[src/rtl/da_dct_pkg.sv]
// Shared types and elaboration-time helpers for the odd-path DA DCT engine.
package da_dct_pkg;

  typedef enum logic [2:0] {S_LOAD, S_BFLY, S_FETCH, S_ACC, S_OUT} state_e;

  function automatic int d_w(input int in_w);
    return in_w + 1;
  endfunction

  function automatic int rom_w(input int coef_w, input int n);
    return coef_w + $clog2(n / 2);
  endfunction

  function automatic int acc_w(input int coef_w, input int n, input int in_w);
    return rom_w(coef_w, n) + d_w(in_w);
  endfunction

  // Round-half-away-from-zero of 2^frac * cos((2m+1)(2k+1)pi/(2n)).
  function automatic int coef(input int n, input int k, input int m, input int frac);
    real v;
    v = (2.0 ** frac) * $cos(real'((2 * m + 1) * (2 * k + 1)) * 3.14159265358979323846 / real'(2 * n));
    if (v >= 0.0) return $rtoi(v + 0.5);
    else return -$rtoi(0.5 - v);
  endfunction

endpackage

[src/rtl/da_coef_rom.sv]
// DA coefficient ROM: word = sum of C[k][m] over the set address bits m.
module da_coef_rom
  import da_dct_pkg::*;
#(
  parameter int N         = 16,
  parameter int COEF_W    = 16,
  parameter int COEF_FRAC = 14,
  localparam int KW       = $clog2(N / 2),
  localparam int RW       = rom_w(COEF_W, N)
) (
  input  logic [N/2-1:0]        addr_i,
  input  logic [KW-1:0]         k_i,
  output logic signed [RW-1:0]  word_o
);

  logic signed [RW-1:0] tab [N/2][N/2];

  for (genvar gk = 0; gk < N / 2; gk++) begin : g_k
    for (genvar gm = 0; gm < N / 2; gm++) begin : g_m
      localparam int C = coef(N, gk, gm, COEF_FRAC);
      assign tab[gk][gm] = RW'(C);
    end
  end

  // Constant table plus address mask folds to a per-k ROM in synthesis.
  always_comb begin
    word_o = '0;
    for (int m = 0; m < N / 2; m++)
      if (addr_i[m]) word_o = word_o + tab[k_i][m];
  end

endmodule

[src/rtl/da_dct_odd_engine.sv]
// Bit-serial DA engine for the odd DCT-II outputs X[2k+1] of one N-point block.
// Define DA_SAT_EN to clamp out-of-range results; otherwise results wrap.
module da_dct_odd_engine
  import da_dct_pkg::*;
#(
  parameter int N         = 16,
  parameter int IN_W      = 15,
  parameter int COEF_W    = 16,
  parameter int COEF_FRAC = 14,
  parameter int OUT_W     = 18,
  localparam int KW       = $clog2(N / 2)
) (
  input  logic                    clk,
  input  logic                    rst,
  input  logic signed [IN_W-1:0]  in_data,
  input  logic                    in_valid,
  output logic                    in_ready,
  output logic signed [OUT_W-1:0] out_data,
  output logic [KW-1:0]           out_idx,
  output logic                    out_valid,
  input  logic                    out_ready,
  output logic                    out_last,
  output logic                    busy
);

  localparam int NH    = N / 2;
  localparam int D_W   = d_w(IN_W);
  localparam int ROM_W = rom_w(COEF_W, N);
  localparam int ACC_W = acc_w(COEF_W, N, IN_W);
  localparam int CW    = $clog2(N);
  localparam int BW    = $clog2(D_W);

  state_e                   state_q;
  logic signed [IN_W-1:0]   x_q [N];
  logic signed [D_W-1:0]    d_q [NH];
  logic [CW-1:0]            cnt_q;
  logic [BW-1:0]            b_q;
  logic [KW-1:0]            k_q;
  logic [NH-1:0]            addr_q, addr_d;
  logic signed [ACC_W-1:0]  acc_q, acc_d, term;
  logic signed [ROM_W-1:0]  rom_word;
  logic signed [OUT_W-1:0]  out_d, out_data_q;
  logic [KW-1:0]            out_idx_q;
  logic                     out_valid_q, out_last_q, in_ready_q, busy_q;

  da_coef_rom #(.N(N), .COEF_W(COEF_W), .COEF_FRAC(COEF_FRAC)) u_rom (
    .addr_i (addr_q),
    .k_i    (k_q),
    .word_o (rom_word)
  );

  always_comb begin
    addr_d = '0;
    for (int m = 0; m < NH; m++) addr_d[m] = d_q[m][b_q];
  end

  // The sign bit plane of d carries negative weight.
  always_comb begin
    term  = ACC_W'(rom_word);
    if (b_q == BW'(D_W - 1)) term = -term;
    acc_d = acc_q + (term <<< b_q);
  end

`ifdef DA_SAT_EN
  localparam logic signed [ACC_W-1:0] OMAX = ACC_W'((2 ** (OUT_W - 1)) - 1);
  localparam logic signed [ACC_W-1:0] OMIN = ~OMAX;
  logic signed [ACC_W-1:0] res;
  always_comb begin
    res = acc_d >>> COEF_FRAC;
    if (res > OMAX)      out_d = {1'b0, {(OUT_W-1){1'b1}}};
    else if (res < OMIN) out_d = {1'b1, {(OUT_W-1){1'b0}}};
    else                 out_d = res[OUT_W-1:0];
  end
`else
  always_comb out_d = OUT_W'(acc_d >>> COEF_FRAC);
`endif

  always_ff @(posedge clk or posedge rst) begin
    if (rst) begin
      state_q     <= S_LOAD;
      cnt_q       <= '0;
      b_q         <= '0;
      k_q         <= '0;
      addr_q      <= '0;
      acc_q       <= '0;
      out_data_q  <= '0;
      out_idx_q   <= '0;
      out_valid_q <= 1'b0;
      out_last_q  <= 1'b0;
      in_ready_q  <= 1'b1;
      busy_q      <= 1'b0;
      for (int i = 0; i < N; i++)  x_q[i] <= '0;
      for (int m = 0; m < NH; m++) d_q[m] <= '0;
    end else begin
      case (state_q)
        S_LOAD: if (in_valid) begin
          x_q[cnt_q] <= in_data;
          cnt_q      <= cnt_q + 1'b1;
          if (cnt_q == CW'(N - 1)) begin
            cnt_q      <= '0;
            state_q    <= S_BFLY;
            in_ready_q <= 1'b0;
            busy_q     <= 1'b1;
          end
        end
        S_BFLY: begin
          for (int m = 0; m < NH; m++) d_q[m] <= D_W'(x_q[m]) - D_W'(x_q[N-1-m]);
          acc_q   <= '0;
          b_q     <= '0;
          state_q <= S_FETCH;
        end
        S_FETCH: begin
          addr_q  <= addr_d;
          state_q <= S_ACC;
        end
        S_ACC: begin
          acc_q <= acc_d;
          if (b_q == BW'(D_W - 1)) begin
            state_q     <= S_OUT;
            out_valid_q <= 1'b1;
            out_data_q  <= out_d;
            out_idx_q   <= k_q;
            out_last_q  <= (k_q == KW'(NH - 1));
          end else begin
            b_q     <= b_q + 1'b1;
            state_q <= S_FETCH;
          end
        end
        S_OUT: if (out_ready) begin
          out_valid_q <= 1'b0;
          out_last_q  <= 1'b0;
          if (k_q != KW'(NH - 1)) begin
            k_q     <= k_q + 1'b1;
            acc_q   <= '0;
            b_q     <= '0;
            state_q <= S_FETCH;
          end else begin
            k_q        <= '0;
            state_q    <= S_LOAD;
            in_ready_q <= 1'b1;
            busy_q     <= 1'b0;
          end
        end
        default: state_q <= S_LOAD;
      endcase
    end
  end

  assign in_ready  = in_ready_q;
  assign busy      = busy_q;
  assign out_valid = out_valid_q;
  assign out_data  = out_data_q;
  assign out_idx   = out_idx_q;
  assign out_last  = out_last_q;

endmodule
[config.mk]
export PLATFORM = sky130hd
export DESIGN_NAME = da_dct_odd_engine
export DESIGN_NICKNAME = d
export VERILOG_FILES = /design/src/rtl/da_dct_pkg.sv /design/src/rtl/da_coef_rom.sv /design/src/rtl/da_dct_odd_engine.sv
export SDC_FILE = /design/constraint.sdc
export NUM_CORES = 2
export LEC_CHECK = 0
export ABC_AREA = 1
export CORE_ASPECT_RATIO = 0.8
export CORE_MARGIN = 2
export CORE_UTILIZATION = 65
export DETAILED_ROUTE_END_ITERATION = 10
export GPL_TIMING_DRIVEN = 0
export PLACE_DENSITY = 0.87
export REMOVE_ABC_BUFFERS = 1
export SLEW_MARGIN = 20
export SYNTH_ARGS = -nofsm -noshare
export SYNTH_HDL_FRONTEND = slang
export SYNTH_SLANG_ARGS = --single-unit
[constraint.sdc]
create_clock -name clk -period 19.7 [get_ports clk]
set_input_delay 3.94 -clock clk [delete_from_list [all_inputs] [get_ports clk]]
set_output_delay 3.94 -clock clk [all_outputs]
set_load 0.005 [all_outputs]
Figure 1. Cell area per tile.
The die is cut into 25 by 20 equal tiles; white is low, dark blue is high, 0 to 100% covered.
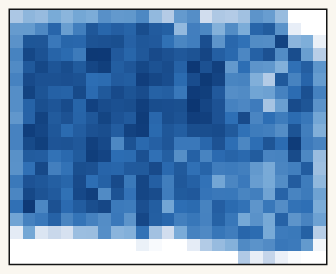
mean over tiles: 66%
fullest tile: 98%
nearly empty tiles: 7.4%
tiles over 75% full: 47%

Figure 2. Placed standard cells.
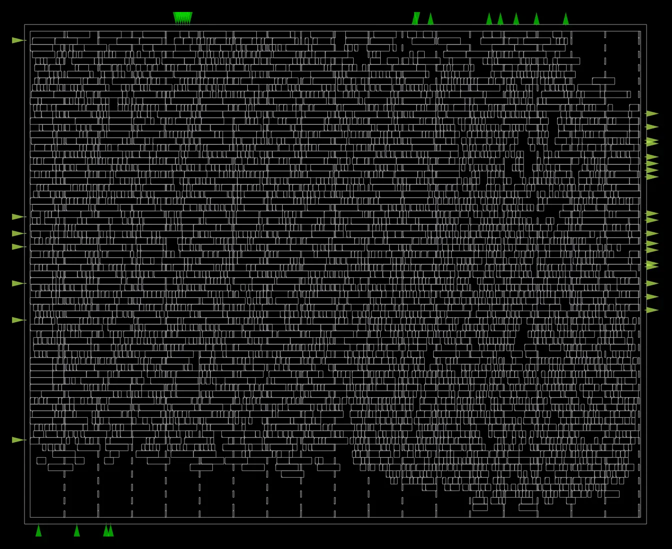
fillcell total: 3902
fin cells: 5087
Tapcell Cnt: 675

Figure 3. Sequential cells grouped by signal name.
Scale bar: 100 um.
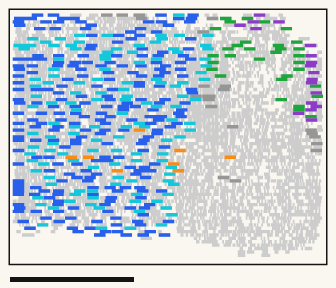
[addr_q] orange | flops: 8 | where: centre
[acc_q] green | flops: 32 | where: north-east
[out_data] purple | flops: 18
[x_q] blue | flops: 240
[d_q] cyan | flops: 128
not coloured: 21

==> reports/results.txt <==
Run status -> finished clean
Placeable core region -> 49500 um2
Starting Density -> 65.7%
Vertical die dimension -> 204 um
Main combinational cell family by area after synthesis -> simple AND/OR/NAND/NOR gates
Most frequent CP cell -> nand2_1
Detailed-routed wire length on met3 -> 5780 um
Drt first-iter violations -> 2517
Maximum number of pins on one net before global-route repair -> 112
Delay of the slowest critical-path stage -> 0.86 ns
Number of global-route vias before repair -> 29100
Residual DRC count -> 0
GP Congestion -> 0.968
Fraction of final layout cells with drive strength greater than 1 -> 5.53%
Ratio of routed vias to standard cells -> 5.79
Boundary pin count -> 44
Cell count in the Yosys report -> 4443
Number of buffers on the longest clock path -> 3
Die area -> 51800 um2
Max-slew violation count -> 0
Count of cell types in the netlist -> 62
Clock tree from TritonCTS -> built
Antenna diode count -> 0
Arrival time of data at the critical path endpoint -> 16.01 ns
Clock transition at path regs -> 0.06 ns
Maximum level of the CTS H-tree -> 2
Overall overflow remaining after global route -> 0
Clock Skew -> 0.0413 ns
Final setup fails -> 0
Hold crit path type -> register to register
Instance tally after logic synthesis -> 4443
Fraction of synthesized cell area taken by the top area cell type -> 34.3%
Final Hold Slack -> 0.477 ns
Die x size -> 254 um
Post-CTS Hold Buffers -> 0
Xor/xnor cell area share of the yosys netlist -> 4.04%
FMAX -> 64.6 MHz
Post-CTS setup buffer count -> 0
Placement-stage cell area -> 33600 um2
Length of the first detailed-routing pass in iterations -> 7
Placed wire-length estimate -> 59500 um
Primary FF master, synth -> dfrtp_1
Synthesis-to-layout area growth -> 7.89%
Number of rows in the core area -> 73
Post-synthesis cell type with the largest instance count -> nand2_1
Register bit count reported by yosys -> 447
Routed metal-1 wire length -> 35900 um
Clock root cell -> clkbuf_16
Startpoint-to-endpoint class of the critical path -> register to register
Clock network latency to the later pin of the worst-skew pair -> 0.60 ns
Maximum fanout along the worst path -> 16
Share of synthesized area occupied by flip-flops and latches -> 34.4%
Number of warnings the tools reported -> 49
Layout net count -> 4716
Wire length per cell after detailed routing -> 16.4 um
Final hold vios -> 0
Most used logic cell in the final layout -> nand2_1
Per-instance average area after synthesis -> 7.32 um2
Simple Share, Synth -> 22.4%
Count of flip-flops with a built-in enable after synthesis -> 0
Final Cycle Share -> 78.6%
Share of synthesized cell area in and-or and or-and compound cells -> 17.7%
Most area-hungry cell type in the Yosys netlist -> dfrtp_1
Post-route worst setup slack -> 4.22 ns
Commonest cells in the netlist -> nand2_1 (877), nor2_1 (553), inv_1 (526)
Placement Setup Slack -> 4.64 ns
Final core utilization -> 70.8%
Leading cell types in the layout, fill and taps excluded -> nand2_1 (876), nor2_1 (539), inv_1 (520)
Data required time at the worst endpoint -> 20.23 ns
Reported max-cap violation count -> 0
Synthesis area per yosys -> 32500 um2
Setup Total Neg Slack -> 0 ns
Wire length of the first global-routing pass -> 139000 um
Top metal layer carrying routed signals -> met4
RSZ-0062 raised after global routing -> false
Cell total after placement -> 5012
Count of buffers from port buffering -> 43
Sum of routed wire length over all layers -> 83400 um
Residual antenna-violating net count after detailed routing -> 0
Relative max-transition margin -> 27.7%
Synth Area in Adders -> 12.4%
Capturing element type of the critical path -> register
Antenna violations before repair -> 0
Routed wire length on met2 -> 38900 um
Post-cts resize count -> 0
Least-Margin Pin Slew -> 1.08 ns
Clock buffer count from CTS -> 45
Global-route usage over all layers -> 32.8%
Post-Syn Area -> 32500 um2
Kind of start point of the critical path -> register
Fraction of synthesis flops using an asynchronous set or reset pin -> 100%
Time the final worst path needs with I/O delays and setup -> 15.48 ns
Worst path bufs/invs -> 9
Main area contributors after synthesis -> dfrtp_1 (34%), ha_1 (11%), nand2_1 (10%)
Fin area -> 35100 um2
Total of warnings raised by yosys -> 0
Detailed-route via count -> 29500
Slowest stage cell, crit path -> dfrtp_1
Mux cell area share after synthesis -> 0.400%
Figure 4. Placement by cell class.
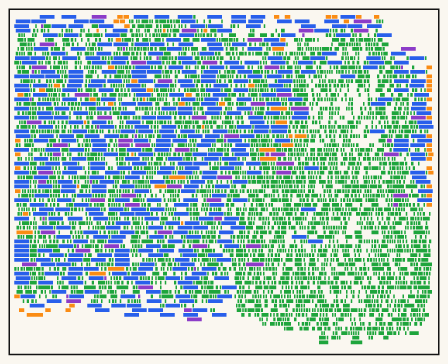
[clock drivers and dummy loads] purple | cells: 75
[sequential cells] blue | cells: 447
[remaining buffers and delay cells] orange | cells: 77
[combinational and other logic] green | cells: 3813

Figure 5. M3 wires.
Scale bar: 100 um.
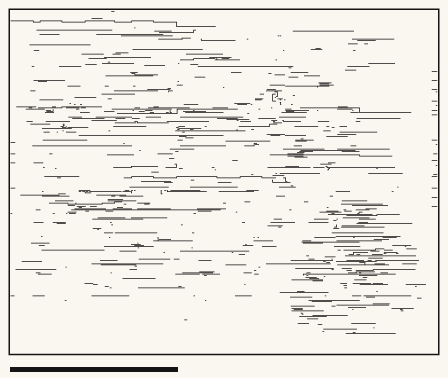
longest straight run: 88.3 um
nets with wire on the layer: 324
main direction: horizontal
wire length on this layer: 5780 um

[path summary, 6_finish.rpt]
check                         from      endpoint  slack, ns  cells after the start
min                        d_q[10]       d_q[10]       0.48                      2
min in group asynchronous      rst       x_q[31]       3.68                      2
max reg2reg                 k_q[0]  out_data[17]       4.22                     85
min reg2reg                d_q[10]       d_q[10]       0.48                      2
max in group asynchronous      rst     acc_q[31]      14.80                      4
max                         k_q[0]  out_data[17]       4.22                     85
[routing by layer]
layer,vias up,track usage [%]
li1,14400,-
met3,222,4.41
met5,-,0
met4,0,12.4
met2,1019,55.1
met1,13800,43.2
[logic make-up after synthesis]
kind of cell,after synthesis
compound gates,1043
xor+xnor,149
fa+ha+maj,313
buf+inv,738
flops,447
mux,12
simple gates,1741
[flip-flops by register name, indices dropped and copies added (netlist names)]
| signal | count |
|---|---|
| x_q | 240 |
| d_q | 128 |
| acc_q | 32 |
| out_data | 18 |
| addr_q | 8 |
| b_q | 4 |
| cnt_q | 4 |
| k_q | 3 |
| out_idx | 3 |
| state_q | 3 |
| busy | 1 |
| in_ready | 1 |
| out_last | 1 |
| out_valid | 1 |
[worst reg2reg max path, delay by kind of cell (launching register included)]
family	cells	cell delay, ns
and+or+nand+nor	40	4.13
adders and majority gates	10	3.95
AOI/OAI and AO/OA	19	3.83
xor gates and xnor gates	7	1.45
buffers and inverters	9	1.24
DFF	1	0.86
[area by class of cell]
class | count | area, um2
clock buffer | 64 | 1240
clock inverter | 11 | 180
fill | 3902 | 14400
inverter | 555 | 2100
multi-input combinational | 3258 | 18600
sequential | 447 | 11200
tap | 675 | 845
timing repair buffer | 77 | 930
